Figure 1. Clock network drawn from the DEF (run 1).
Scale bar: 20 um.
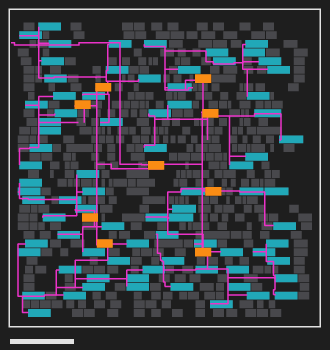
Figure 2. Cell placement (run 1).
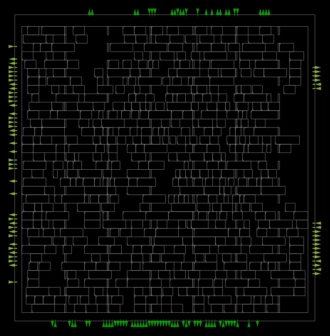
Figure 3. Sizing map (run 1).
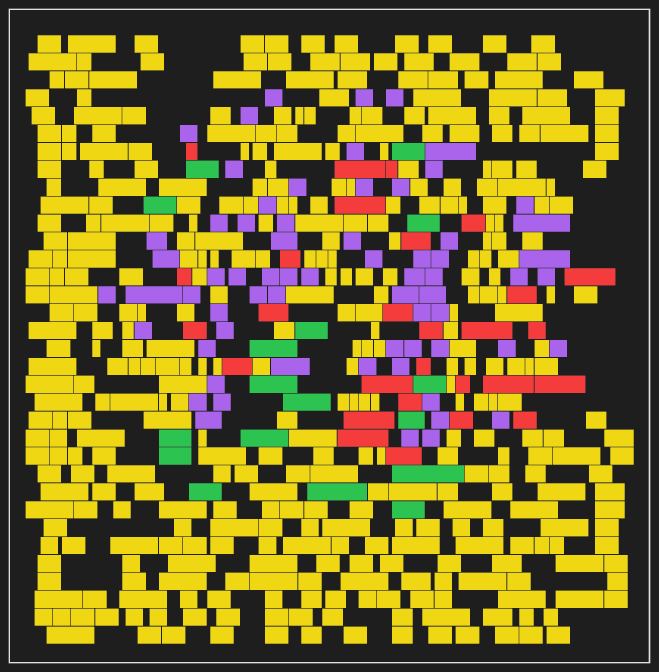
--- src/rtl/fseq_pkg.sv ---
// Shared types and defaults for the frame clear sequencer.
// Holds the FSM state enum, pixel address type and clear constants.
package fseq_pkg;

    localparam int DEF_WIDTH     = 320;
    localparam int DEF_HEIGHT    = 240;
    localparam int DEF_PIXELS    = DEF_WIDTH * DEF_HEIGHT;
    localparam int DEF_ADDR_BITS = $clog2(DEF_PIXELS);

    typedef logic [DEF_ADDR_BITS-1:0] pixel_addr_t;

    localparam logic [15:0] DEF_CLEAR_COLOR = 16'h0000;
    localparam logic [19:0] DEF_CLEAR_Z     = 20'hFFFFF;

    typedef enum logic [2:0] {
        IDLE,
        CLEAR,
        START_GEN,
        RASTER,
        DONE
    } fseq_state_t;

endpackage

--- src/rtl/clear_sweep_counter.sv ---
// Address sweep for the buffer clear: load-zero, step, saturate at N-1.
// The last flag marks the final address so the FSM can leave CLEAR.
module clear_sweep_counter #(
    parameter int N = 8,
    localparam int AW = $clog2(N)
) (
    input  logic          clk,
    input  logic          rst,
    input  logic          load,
    input  logic          en,
    output logic [AW-1:0] addr,
    output logic          last
);

    localparam logic [AW-1:0] LAST_ADDR = AW'(N - 1);

    assign last = (addr == LAST_ADDR);

    // Step the sweep address; hold at N-1 so it never wraps.
    always_ff @(posedge clk) begin
        if (rst || load) begin
            addr <= '0;
        end else if (en && !last) begin
            addr <= addr + AW'(1);
        end
    end

endmodule

--- src/rtl/frame_clear_sequencer.sv ---
// Frame controller: clears fb/zb, starts the rasterizer, forwards writes.
// Optional FSEQ_PERF_EN adds last_frame_cycles frame-length reporting.
module frame_clear_sequencer
    import fseq_pkg::*;
#(
    parameter int DISPLAY_WIDTH  = DEF_WIDTH,
    parameter int DISPLAY_HEIGHT = DEF_HEIGHT,
    parameter int COLOR_BITS     = 16,
    parameter int Z_BITS         = 20,
    parameter logic [COLOR_BITS-1:0] CLEAR_COLOR = COLOR_BITS'(DEF_CLEAR_COLOR),
    parameter logic [Z_BITS-1:0]     CLEAR_Z     = Z_BITS'(DEF_CLEAR_Z),
    localparam int N         = DISPLAY_WIDTH * DISPLAY_HEIGHT,
    localparam int ADDR_BITS = $clog2(N)
) (
    input  logic                  clk,
    input  logic                  rst,
    input  logic                  frame_start,
    output logic                  frame_done,
    output logic                  frame_overrun,
    output logic                  busy,
    output logic                  gen_start,
    input  logic                  gen_done,
    output logic                  gen_wr_ready,
    input  logic                  gen_fb_wr_en,
    input  logic                  gen_zb_wr_en,
    input  logic [ADDR_BITS-1:0]  gen_wr_addr,
    input  logic [COLOR_BITS-1:0] gen_color,
    input  logic [Z_BITS-1:0]     gen_z,
    output logic                  fb_wr_en,
    output logic [ADDR_BITS-1:0]  fb_wr_addr,
    output logic [COLOR_BITS-1:0] fb_wr_data,
    output logic                  zb_wr_en,
    output logic [ADDR_BITS-1:0]  zb_wr_addr,
    output logic [Z_BITS-1:0]     zb_wr_data
`ifdef FSEQ_PERF_EN
    ,
    output logic [31:0]           last_frame_cycles
`endif
);

    localparam logic [ADDR_BITS-1:0] LAST_ADDR = ADDR_BITS'(N - 1);

    fseq_state_t state, state_nx;

    logic [ADDR_BITS-1:0] clr_addr;
    logic clr_last, clr_load, clr_en;

    logic fb_en_nx, zb_en_nx;
    logic [ADDR_BITS-1:0] wr_addr_nx;
    logic [COLOR_BITS-1:0] fb_data_nx;
    logic [Z_BITS-1:0] zb_data_nx;
    logic gen_start_nx, done_nx, overrun_nx;
    logic wr_ok;

    clear_sweep_counter #(.N(N)) u_sweep (
        .clk  (clk),
        .rst  (rst),
        .load (clr_load),
        .en   (clr_en),
        .addr (clr_addr),
        .last (clr_last)
    );

    // gen_wr_ready is the registered RASTER decode, so it gates writes.
    assign wr_ok = gen_wr_ready && (gen_wr_addr <= LAST_ADDR);

    // Next state plus the next value of every registered output.
    always_comb begin
        state_nx     = state;
        clr_load     = 1'b0;
        clr_en       = 1'b0;
        fb_en_nx     = 1'b0;
        zb_en_nx     = 1'b0;
        wr_addr_nx   = '0;
        fb_data_nx   = '0;
        zb_data_nx   = '0;
        gen_start_nx = 1'b0;
        done_nx      = 1'b0;
        overrun_nx   = frame_start && (state != IDLE);
        unique case (state)
            IDLE: begin
                if (frame_start) begin
                    state_nx   = CLEAR;
                    clr_load   = 1'b1;
                    fb_en_nx   = 1'b1;
                    zb_en_nx   = 1'b1;
                    fb_data_nx = CLEAR_COLOR;
                    zb_data_nx = CLEAR_Z;
                end
            end
            CLEAR: begin
                if (clr_last) begin
                    state_nx     = START_GEN;
                    gen_start_nx = 1'b1;
                end else begin
                    clr_en     = 1'b1;
                    fb_en_nx   = 1'b1;
                    zb_en_nx   = 1'b1;
                    wr_addr_nx = clr_addr + ADDR_BITS'(1);
                    fb_data_nx = CLEAR_COLOR;
                    zb_data_nx = CLEAR_Z;
                end
            end
            START_GEN: state_nx = RASTER;
            RASTER: begin
                if (gen_done) begin
                    state_nx = DONE;
                    done_nx  = 1'b1;
                end
                if (wr_ok) begin
                    fb_en_nx   = gen_fb_wr_en;
                    zb_en_nx   = gen_zb_wr_en;
                    wr_addr_nx = gen_wr_addr;
                    fb_data_nx = gen_color;
                    zb_data_nx = gen_z;
                end
            end
            DONE: state_nx = IDLE;
            default: state_nx = IDLE;
        endcase
    end

    // State and output registers; reset drops any in-flight write.
    always_ff @(posedge clk) begin
        if (rst) begin
            state         <= IDLE;
            frame_done    <= 1'b0;
            frame_overrun <= 1'b0;
            busy          <= 1'b0;
            gen_start     <= 1'b0;
            gen_wr_ready  <= 1'b0;
            fb_wr_en      <= 1'b0;
            fb_wr_addr    <= '0;
            fb_wr_data    <= '0;
            zb_wr_en      <= 1'b0;
            zb_wr_addr    <= '0;
            zb_wr_data    <= '0;
        end else begin
            state         <= state_nx;
            frame_done    <= done_nx;
            frame_overrun <= overrun_nx;
            busy          <= (state_nx != IDLE);
            gen_start     <= gen_start_nx;
            gen_wr_ready  <= (state_nx == RASTER);
            fb_wr_en      <= fb_en_nx;
            fb_wr_addr    <= wr_addr_nx;
            fb_wr_data    <= fb_data_nx;
            zb_wr_en      <= zb_en_nx;
            zb_wr_addr    <= wr_addr_nx;
            zb_wr_data    <= zb_data_nx;
        end
    end

`ifdef FSEQ_PERF_EN
    logic [31:0] cyc, cyc_nx;

    // Frame length counter; the request cycle itself counts as one.
    always_comb begin
        cyc_nx = cyc;
        if (state == IDLE && frame_start) begin
            cyc_nx = 32'd1;
        end else if (state != IDLE && cyc != 32'hFFFF_FFFF) begin
            cyc_nx = cyc + 32'd1;
        end
    end

    // Hold the count and capture it as frame_done rises.
    always_ff @(posedge clk) begin
        if (rst) begin
            cyc               <= '0;
            last_frame_cycles <= '0;
        end else begin
            cyc <= cyc_nx;
            if (done_nx) begin
                last_frame_cycles <= cyc_nx;
            end
        end
    end
`endif

endmodule

--- config.mk ---
export PLATFORM = sky130hd
export DESIGN_NAME = frame_clear_sequencer
export DESIGN_NICKNAME = d
export VERILOG_FILES = /design/src/rtl/fseq_pkg.sv /design/src/rtl/clear_sweep_counter.sv /design/src/rtl/frame_clear_sequencer.sv
export SDC_FILE = /design/constraint.sdc
export NUM_CORES = 1
export LEC_CHECK = 0
export CAP_MARGIN = 10
export CORE_AREA = 2 2 95 97
export DETAILED_ROUTE_END_ITERATION = 10
export DIE_AREA = 0 0 97 99
export PLACE_DENSITY_LB_ADDON = 0.08
export SLEW_MARGIN = 20
export SYNTH_ARGS = -nofsm -noshare
export SYNTH_HDL_FRONTEND = slang
export SYNTH_SLANG_ARGS = --single-unit
--- constraint.sdc ---
create_clock -name clk -period 1.8 [get_ports clk]
set_clock_uncertainty 0.1 [all_clocks]
set_input_delay 0.45 -clock clk [delete_from_list [all_inputs] [get_ports clk]]
set_output_delay 0.45 -clock clk [all_outputs]
set_load 0.01 [all_outputs]
==> results_dict.tcl, run 1 <==
# flow metrics
set metrics [dict create \
    grtUsageMet2_pct 31.25 \
    top_cell "dfxtp_1" \
    yosys_area_um2 3213 \
    fp.dieH_um 99 \
    ff_count 80 \
    cp_slowest_stage_delay_ps 540 \
    buffer_area_share_pct 35.61 \
    status "finished, final reports clean" \
    cp.arrival_ps 1220 \
    ys_sh_mux_pct 2.492 \
    root_buffer "clkbuf_8" \
    inv_count 4 \
    slew_violations 0 \
    grt_start_max_net_pins 36 \
    adder_share_pct 0.3894 \
    hold_buffers 0 \
    cp_max_fo 2 \
    synth_top_area_share_pct 49.84 \
    period_needed_ps 1767 \
    layout.cells.most_common "clkdlybuf4s50_1" \
    synth.cells.most_frequent "dfxtp_1, nand2_1, a21o_1, and2_1, buf_4" \
    layout-drive-gt1-share_pct 22.38 \
    timing.fmax_ghz 0.5658 \
    hold_class "flop to flop" \
    tightest_slew_ps 432.4 \
    dp_hpwl_mm 6.523 \
    crit_family "buffers and inverters" \
    p_comb_w 0.000413 \
    compound_area_share_pct 17.99 \
    yosys_cells 326 \
    hold_start "u_sweep.addr[8]$_SDFFE_PP0P_" \
    maxPowerGroup "sequential cells" \
    final.fill_count 743 \
    ant_nets 0 \
    wl_met1_mm 3.780 \
    vdd_drop_max_uv 425.1 \
    required_ps 1250 \
    synth_area_um2 3213 \
    dr.pass1.iters 4 \
    vias 2976 \
    placedCellCount 588 \
    max_cap_viol_count 0 \
    clk_share_pct 3.638 \
    wl_met3_um 516 \
    rsz0062_at_grt "yes" \
    finalSetupTns_ps 0 \
    initCoreUtil_pct 37.58 \
    ioPinCount 136 \
    synth_cell_types 46 \
    timing.hold.ws_ps 425.7 \
    cellPowerDensity_nw_per_um2 662.1 \
    cts_buffers 9 \
    worstSetupStartpointType "flop" \
    yosys_most_used_dff "dfxtp_1" \
    async_flop_share_pct 0 \
    largest_reg_flops 20 \
    rr_worst_depth 4 \
    portBuffers 135 \
    place_congestion 0.9234 \
    whs_endpoint "u_sweep.addr[8]$_SDFFE_PP0P_" \
    warnings 27 \
    p_clk_share_pct 37.1 \
    grt_pass1_wl_mm 14.17 \
    use_met1_pct 22.03 \
    internal_power_w 0.002744 \
    top_regs "zb_wr_data x20, u_sweep.addr x17, zb_wr_addr x17" \
    synth_seq_share_pct 49.84 \
    switchingPower_w 0.0008088 \
    p_comb_share_pct 11.6 \
    hold_violations 0 \
]
Back to the opening pictures, Figure 1:
Cyan stands for flip-flops, count 80. Orange stands for clock-net drivers, count 9. Magenta stands for clock wires, length 997 um.
Position of the flops: all over the die. There are 10 routed clock nets.

Back to the opening pictures, Figure 2:
fin cells: 604
Tap Count: 108
Seq area share: 30.13%
Rows: 34
final core utilization: 62.75%

Back to the opening pictures, Figure 3:
Yellow stands for x1 and smaller, cells 385. Red stands for x2, cells 28. Purple stands for x3 and x4, cells 66. Green stands for x6 and larger, cells 17.
Worst Slack Setup Final: 32.61 ps
Signal buffers: 195
area grow syn2layout: 66.98%

==> run 1 -> run 2 <==
--- a/config.mk
+++ b/config.mk
@@ -9,8 +9,8 @@
 export CORE_AREA = 2 2 95 97
 export DETAILED_ROUTE_END_ITERATION = 10
 export DIE_AREA = 0 0 97 99
-export PLACE_DENSITY_LB_ADDON = 0.08
-export SLEW_MARGIN = 20
+export PLACE_DENSITY = 0.82
+export REMOVE_ABC_BUFFERS = 1
 export SYNTH_ARGS = -nofsm -noshare
 export SYNTH_HDL_FRONTEND = slang
 export SYNTH_SLANG_ARGS = --single-unit
==> run 2 against run 1 <==
Core utilization decreased by 0.64 points. Via count increased by 2.8%. Die size unchanged. Critical path depth increased by 5. Global-route usage increased by 0.68 points. Count of clock-buffer cells in the layout unchanged. Fmax about the same. Final cell count unchanged. Synthesized cell count unchanged. Combinational power about the same. Power decreased by 1.2%. Highest routed layer unchanged.
==> results_dict.tcl, run 2 <==
# flow metrics
set metrics [dict create \
    status "finished, final reports clean" \
    antenna_found_initial 0 \
    taps 108 \
    top_regs "zb_wr_data x20, u_sweep.addr x17, zb_wr_addr x17" \
    comb_area_um2 1473 \
    required_ps 1990 \
    yosys_most_used_dff "dfxtp_1" \
    placedCellCount 587 \
    yosys_area_um2 3213 \
    synth_area_um2 3213 \
    cp_slowest_stage_delay_ps 460 \
    topCellsByArea "dfxtp_1, a21o_1, o2bb2ai_1, buf_4, and2_1" \
    synth-edff-count 0 \
    synth_seq_share_pct 49.84 \
    utilization_pct 62.10 \
    largest_reg_flops 20 \
    buffer_area_share_pct 35.53 \
    hold_class "flop to flop" \
    max_cap_viol_count 0 \
    regArea_um2 1615 \
    slew_violations 0 \
    crit_family "buffers and inverters" \
    grt_pass1_wl_mm 14.64 \
    crit_path_end "fb_wr_data[11]$_SDFF_PP0_" \
    drc 0 \
    hold_start "u_sweep.addr[1]$_SDFFE_PP0P_" \
    dp_hpwl_mm 7.091 \
    switchingPower_w 0.0008040 \
    p_comb_share_pct 11.8 \
    ys_sh_mux_pct 2.492 \
    simple_gate_share_pct 18.34 \
    sh_comb_area_pct 27.73 \
    wl_met3_um 438 \
    ff_count 80 \
    finalSetupTns_ps 0 \
    root_buffer "clkbuf_8" \
    p_comb_w 0.000414 \
    place_congestion 0.9006 \
    top_cell "dfxtp_1" \
    internal_power_w 0.002707 \
    cellPowerDensity_nw_per_um2 661.2 \
    yosysWarnings 0 \
    viasPerCell 5.065 \
    rsz0062_at_grt "yes" \
    clk_latency_ps 350 \
    hold_buffers 0 \
    fin_nets 552 \
    tightest_slew_ps 366.5 \
    timing.hold.ws_ps 402.5 \
    min_path_cells 2 \
    nClkBuffers 10 \
    cp_max_fo 47 \
    period_needed_ps 1766 \
    cts_buffers 9 \
    grtUsageMet2_pct 32.80 \
    compound_area_share_pct 17.99 \
    htreeDepth 3 \
    vdd_drop_max_uv 400.0 \
    final_cell_mix "clkdlybuf4s50_1, dfxtp_1, buf_4, nand2_1, dlymetal6s2s_1" \
    rr_worst_depth 4 \
    yosys_cells 326 \
    ant_nets 0 \
    initCoreUtil_pct 37.58 \
    drtIter0Drc 147 \
    clk-power_w 0.00127 \
    xor_area_share_pct 3.544 \
    final_cells 604 \
    synth.cells.most_frequent "dfxtp_1, nand2_1, a21o_1, and2_1, buf_4" \
    fp.dieH_um 99 \
    end_kind "flop" \
    p_total_w 0.003511 \
    warnings 27 \
    dr.pass1.iters 4 \
    cp.arrival_ps 1950 \
    hold_violations 0 \
    buffers_excl_clock 195 \
    portBuffers 135 \
    p_clk_share_pct 36.3 \
    seq_area_share_pct 30.42 \
    logic_family "simple AND/OR/NAND/NOR gates" \
    grt_start_max_net_pins 48 \
    crit-reg2reg-launch "u_sweep.addr[11]$_SDFFE_PP0P_" \
    final.fill_count 696 \
    top_register "zb_wr_data" \
    clk_share_pct 3.487 \
    slowest_stage "clkdlybuf4s50_1" \
    diodes 0 \
    maxPowerGroup "sequential cells" \
    synth_cell_types 46 \
    row_count 34 \
    cp.depth 6 \
    layout-drive-gt1-share_pct 21.98 \
    async_flop_share_pct 0 \
    inv_count 4 \
    wl_met1_mm 3.893 \
    ys_seq_elements 80 \
    top_area_cell "dfxtp_1" \
    ioPinCount 136 \
    use_met1_pct 22.87 \
    busiest_layer "met2" \
    adder_share_pct 0.3894 \
    layout.cells.most_common "clkdlybuf4s50_1" \
    whs_endpoint "u_sweep.addr[1]$_SDFFE_PP0P_" \
    worstSetupStartpointType "primary input" \
    synth_top_area_share_pct 49.84 \
    timing.fmax_ghz 0.5663 \
]
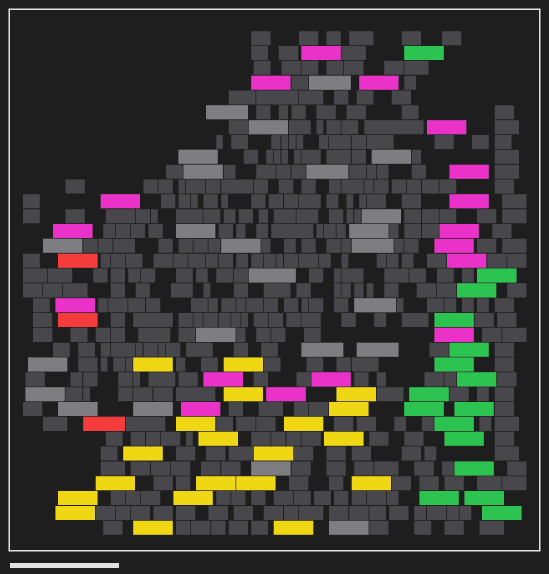
Figure 4: run 2, register map, names as in the netlist.
Scale bar: 20 um.
Red stands for state, placed flops 3. Magenta stands for zb_wr_addr, placed flops 17. Green stands for fb_wr_data, placed flops 16. Yellow stands for zb_wr_data, placed flops 20.

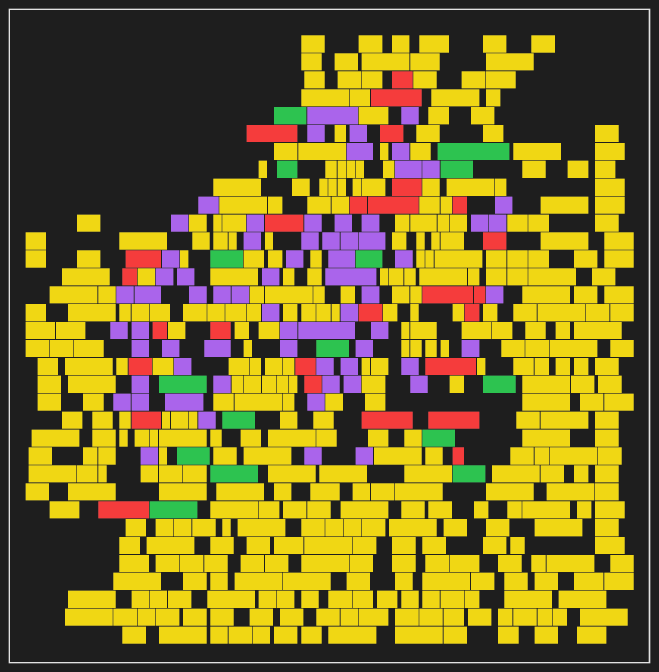
Figure 5: run 2, sizing map.
Design Area, Final: 5310 um2
Worst Slack Setup Final: 34.14 ps
area grow syn2layout: 65.26%

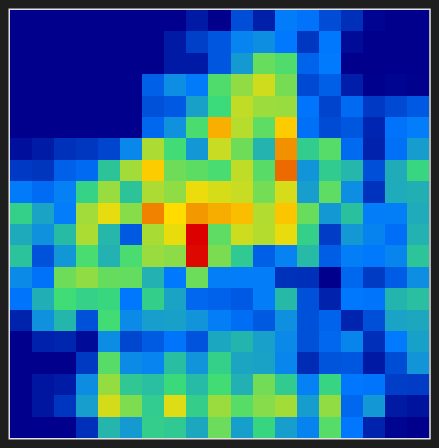
Figure 6: run 2, wire density map.
The die is cut into 19 by 20 equal tiles; dark blue is low, red is high, scaled to the fullest tile. Values are wire area over tile area, all layers added.
The mean over all tiles is 0.15. 17% of the tiles are nearly empty. The emptiest ninth of the die: north-west. 22% of the tiles are over half the peak. The fullest tile reaches 0.51. The densest ninth of the die: centre.
routed via count: 3059
gr usage total: 18.84%
routed len/inst: 15.34 um

==> run 2 -> run 3 <==
--- a/config.mk
+++ b/config.mk
@@ -10,7 +10,9 @@
 export DETAILED_ROUTE_END_ITERATION = 10
 export DIE_AREA = 0 0 97 99
 export PLACE_DENSITY = 0.82
+export RECOVER_POWER = 100
 export REMOVE_ABC_BUFFERS = 1
 export SYNTH_ARGS = -nofsm -noshare
 export SYNTH_HDL_FRONTEND = slang
+export SYNTH_HIERARCHICAL = 1
 export SYNTH_SLANG_ARGS = --single-unit
==> run 3 against run 2 <==
Highest routed layer unchanged. Critical endpoint is now u_sweep/addr[3]$_SDFFE_PP0P_. Synthesized area down 0.47%. The flow now finishes with violations (setup timing). Register-to-register slack worse by 670 ps. Fmax down 28%. Worst setup slack worse by 670 ps. Count of clock-buffer cells in the layout unchanged. Clock power up about 10%. Synthesized cell count up 2.1%. Power up 3.1%. Combinational power down 8.0%. First-iteration DRC count up 21%. Sequential share of layout area down 1.1 points.
==> results_dict.tcl, run 3 <==
# flow metrics
set metrics [dict create \
    status "finished with violations" \
    violations "setup timing" \
    fp.dieH_um 99 \
    area_growth_pct 71.13 \
    final_cell_mix "clkdlybuf4s50_1, dfxtp_1, buf_4, nand2_1, o21ai_0" \
    synth_top_area_share_pct 50.08 \
    p_comb_share_pct 10.5 \
    die_w_um 97 \
    final_cells 633 \
    top_register "zb_wr_data" \
    busiest_layer "met2" \
    worstSetupStartpointType "flop" \
    setup_viol_count_final 61 \
    async_flop_share_pct 0 \
    nClkBuffers 10 \
    buffers_excl_clock 207 \
    buffer_area_share_pct 36.26 \
    compound_area_share_pct 16.08 \
    warnings 27 \
    post_cts_buffers 15 \
    sh_comb_area_pct 27.62 \
    comb_area_um2 1511 \
    grt_pass1_wl_mm 15.10 \
    slew_violations 0 \
    antenna_found_initial 0 \
    synth_cell_types 44 \
    finish.instance_area_um2 5473 \
    finalSetupTns_ps -18270 \
    internal_power_w 0.002753 \
    cp_slowest_stage_delay_ps 410 \
    dp_hpwl_mm 6.511 \
    ys_seq_elements 80 \
    diodes 0 \
    ioPinCount 136 \
    synth_seq_share_pct 50.08 \
    required_ps 1970 \
    p_total_w 0.003619 \
    end_kind "flop" \
    wl_met1_mm 3.932 \
    hold_buffers 0 \
    xor_area_share_pct 4.382 \
    ant_nets 0 \
    top_area_cell "dfxtp_1" \
    met3_usage_pct 4.681 \
    max_cap_viol_count 0 \
    adder_share_pct 0.7825 \
    first_global_vias 3095 \
    p_comb_w 0.000381 \
    synth_area_um2 3198 \
    wl_met3_um 647 \
    regArea_um2 1605 \
    r2r_end "u_sweep/addr[3]$_SDFFE_PP0P_" \
    portBuffers 135 \
    crit-reg2reg-launch "u_sweep/addr[10]$_SDFFE_PP0P_" \
    hold_class "primary input to flop" \
    timing.hold.ws_ps 258.4 \
    crit_path_end "u_sweep/addr[3]$_SDFFE_PP0P_" \
    drtIter0Drc 178 \
    fin_crit_sh_pct 135.4 \
    cp.depth 12 \
    viasPerCell 5.130 \
    cellPowerDensity_nw_per_um2 661.3 \
    seq_area_share_pct 29.33 \
    layout-drive-gt1-share_pct 25.90 \
    slowest_stage "or3b_4" \
    largest_reg_flops 20 \
    rr_worst_depth 12 \
    dr.pass1.iters 4 \
    yosysWarnings 6 \
    leakage_nw 2.272 \
    hold_start "gen_wr_addr[14]" \
    hold_violations 0 \
    yosys_most_used_dff "dfxtp_1" \
    maxPowerGroup "sequential cells" \
    drc 0 \
    min_path_cells 3 \
    logic_family "simple AND/OR/NAND/NOR gates" \
    utilization_pct 64.00 \
    tightest_slew_ps 483.6 \
    synth-edff-count 0 \
    top_regs "zb_wr_data x20, u_sweep/addr x17, zb_wr_addr x17" \
    cp.arrival_ps 2610 \
    initCoreUtil_pct 37.40 \
    vdd_drop_max_uv 412.1 \
    cts_buffers 9 \
    ys_sh_mux_pct 0.9390 \
    cp_max_fo 2 \
    clk_share_pct 3.841 \
    top_cell "dfxtp_1" \
    clk-power_w 0.00141 \
    simple_gate_share_pct 19.87 \
    netlist_instances 333 \
    use_met1_pct 21.52 \
    fin_nets 581 \
    period_needed_ps 2438 \
    place_congestion 0.8978 \
    htreeDepth 3 \
    wl_met2_mm 5.605 \
    timing.fmax_ghz 0.4102 \
    switchingPower_w 0.0008658 \
    yosys_cells 333 \
    taps 108 \
    synth.cells.most_frequent "dfxtp_1, nand2_1, o21ai_0, buf_4, and2_1" \
    ff_count 80 \
    root_buffer "clkbuf_8" \
    relSlewSlack_pct 67.46 \
    setup_slack_ps -637.8 \
    inv_count 7 \
    rsz0062_at_grt "yes" \
    pg_seq_w 0.00183 \
    row_count 34 \
    clk_latency_ps 350 \
    whs_endpoint "zb_wr_addr[14]$_SDFF_PP0_" \
    grtUsageMet2_pct 35.15 \
    yosys_area_um2 3198 \
    grt_start_max_net_pins 56 \
    p_clk_share_pct 39.0 \
    layout.cells.most_common "clkdlybuf4s50_1" \
    final.fill_count 667 \
    placedCellCount 592 \
    crit_family "buffers and inverters" \
    topCellsByArea "dfxtp_1, nand2_1, buf_4, o21ai_0, a21o_2" \
]
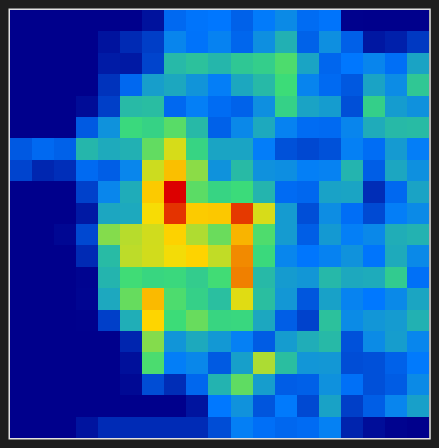
Figure 7: run 3, wire density map.
The die is cut into 19 by 20 equal tiles; dark blue is low, red is high, scaled to the fullest tile. Values are wire area over tile area, all layers added.
routed via count: 3247
gr usage total: 19.53%
Routed WL: 10.52 mm
routed len/inst: 16.62 um

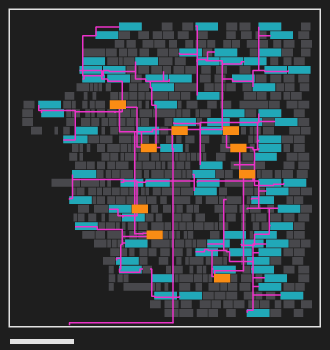
Figure 8: run 3, clock network drawn from the DEF.
Scale bar: 20 um.
Cyan stands for flip-flops, count 80. Magenta stands for clock wires, length 955 um. Orange stands for clock-net drivers, count 9.
There are 10 routed clock nets.

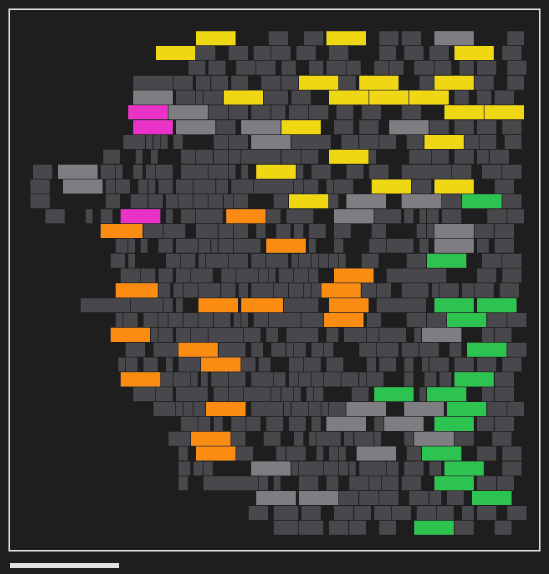
Figure 9: run 3, register map, names as in the netlist.
Scale bar: 20 um.
Green stands for fb_wr_data, placed flops 16. Yellow stands for zb_wr_data, placed flops 20. Magenta stands for state, placed flops 3. Orange stands for u_sweep/addr, placed flops 17.
Another 24 sequential cells are not coloured.

Power is estimated from default activity; no workload was simulated.
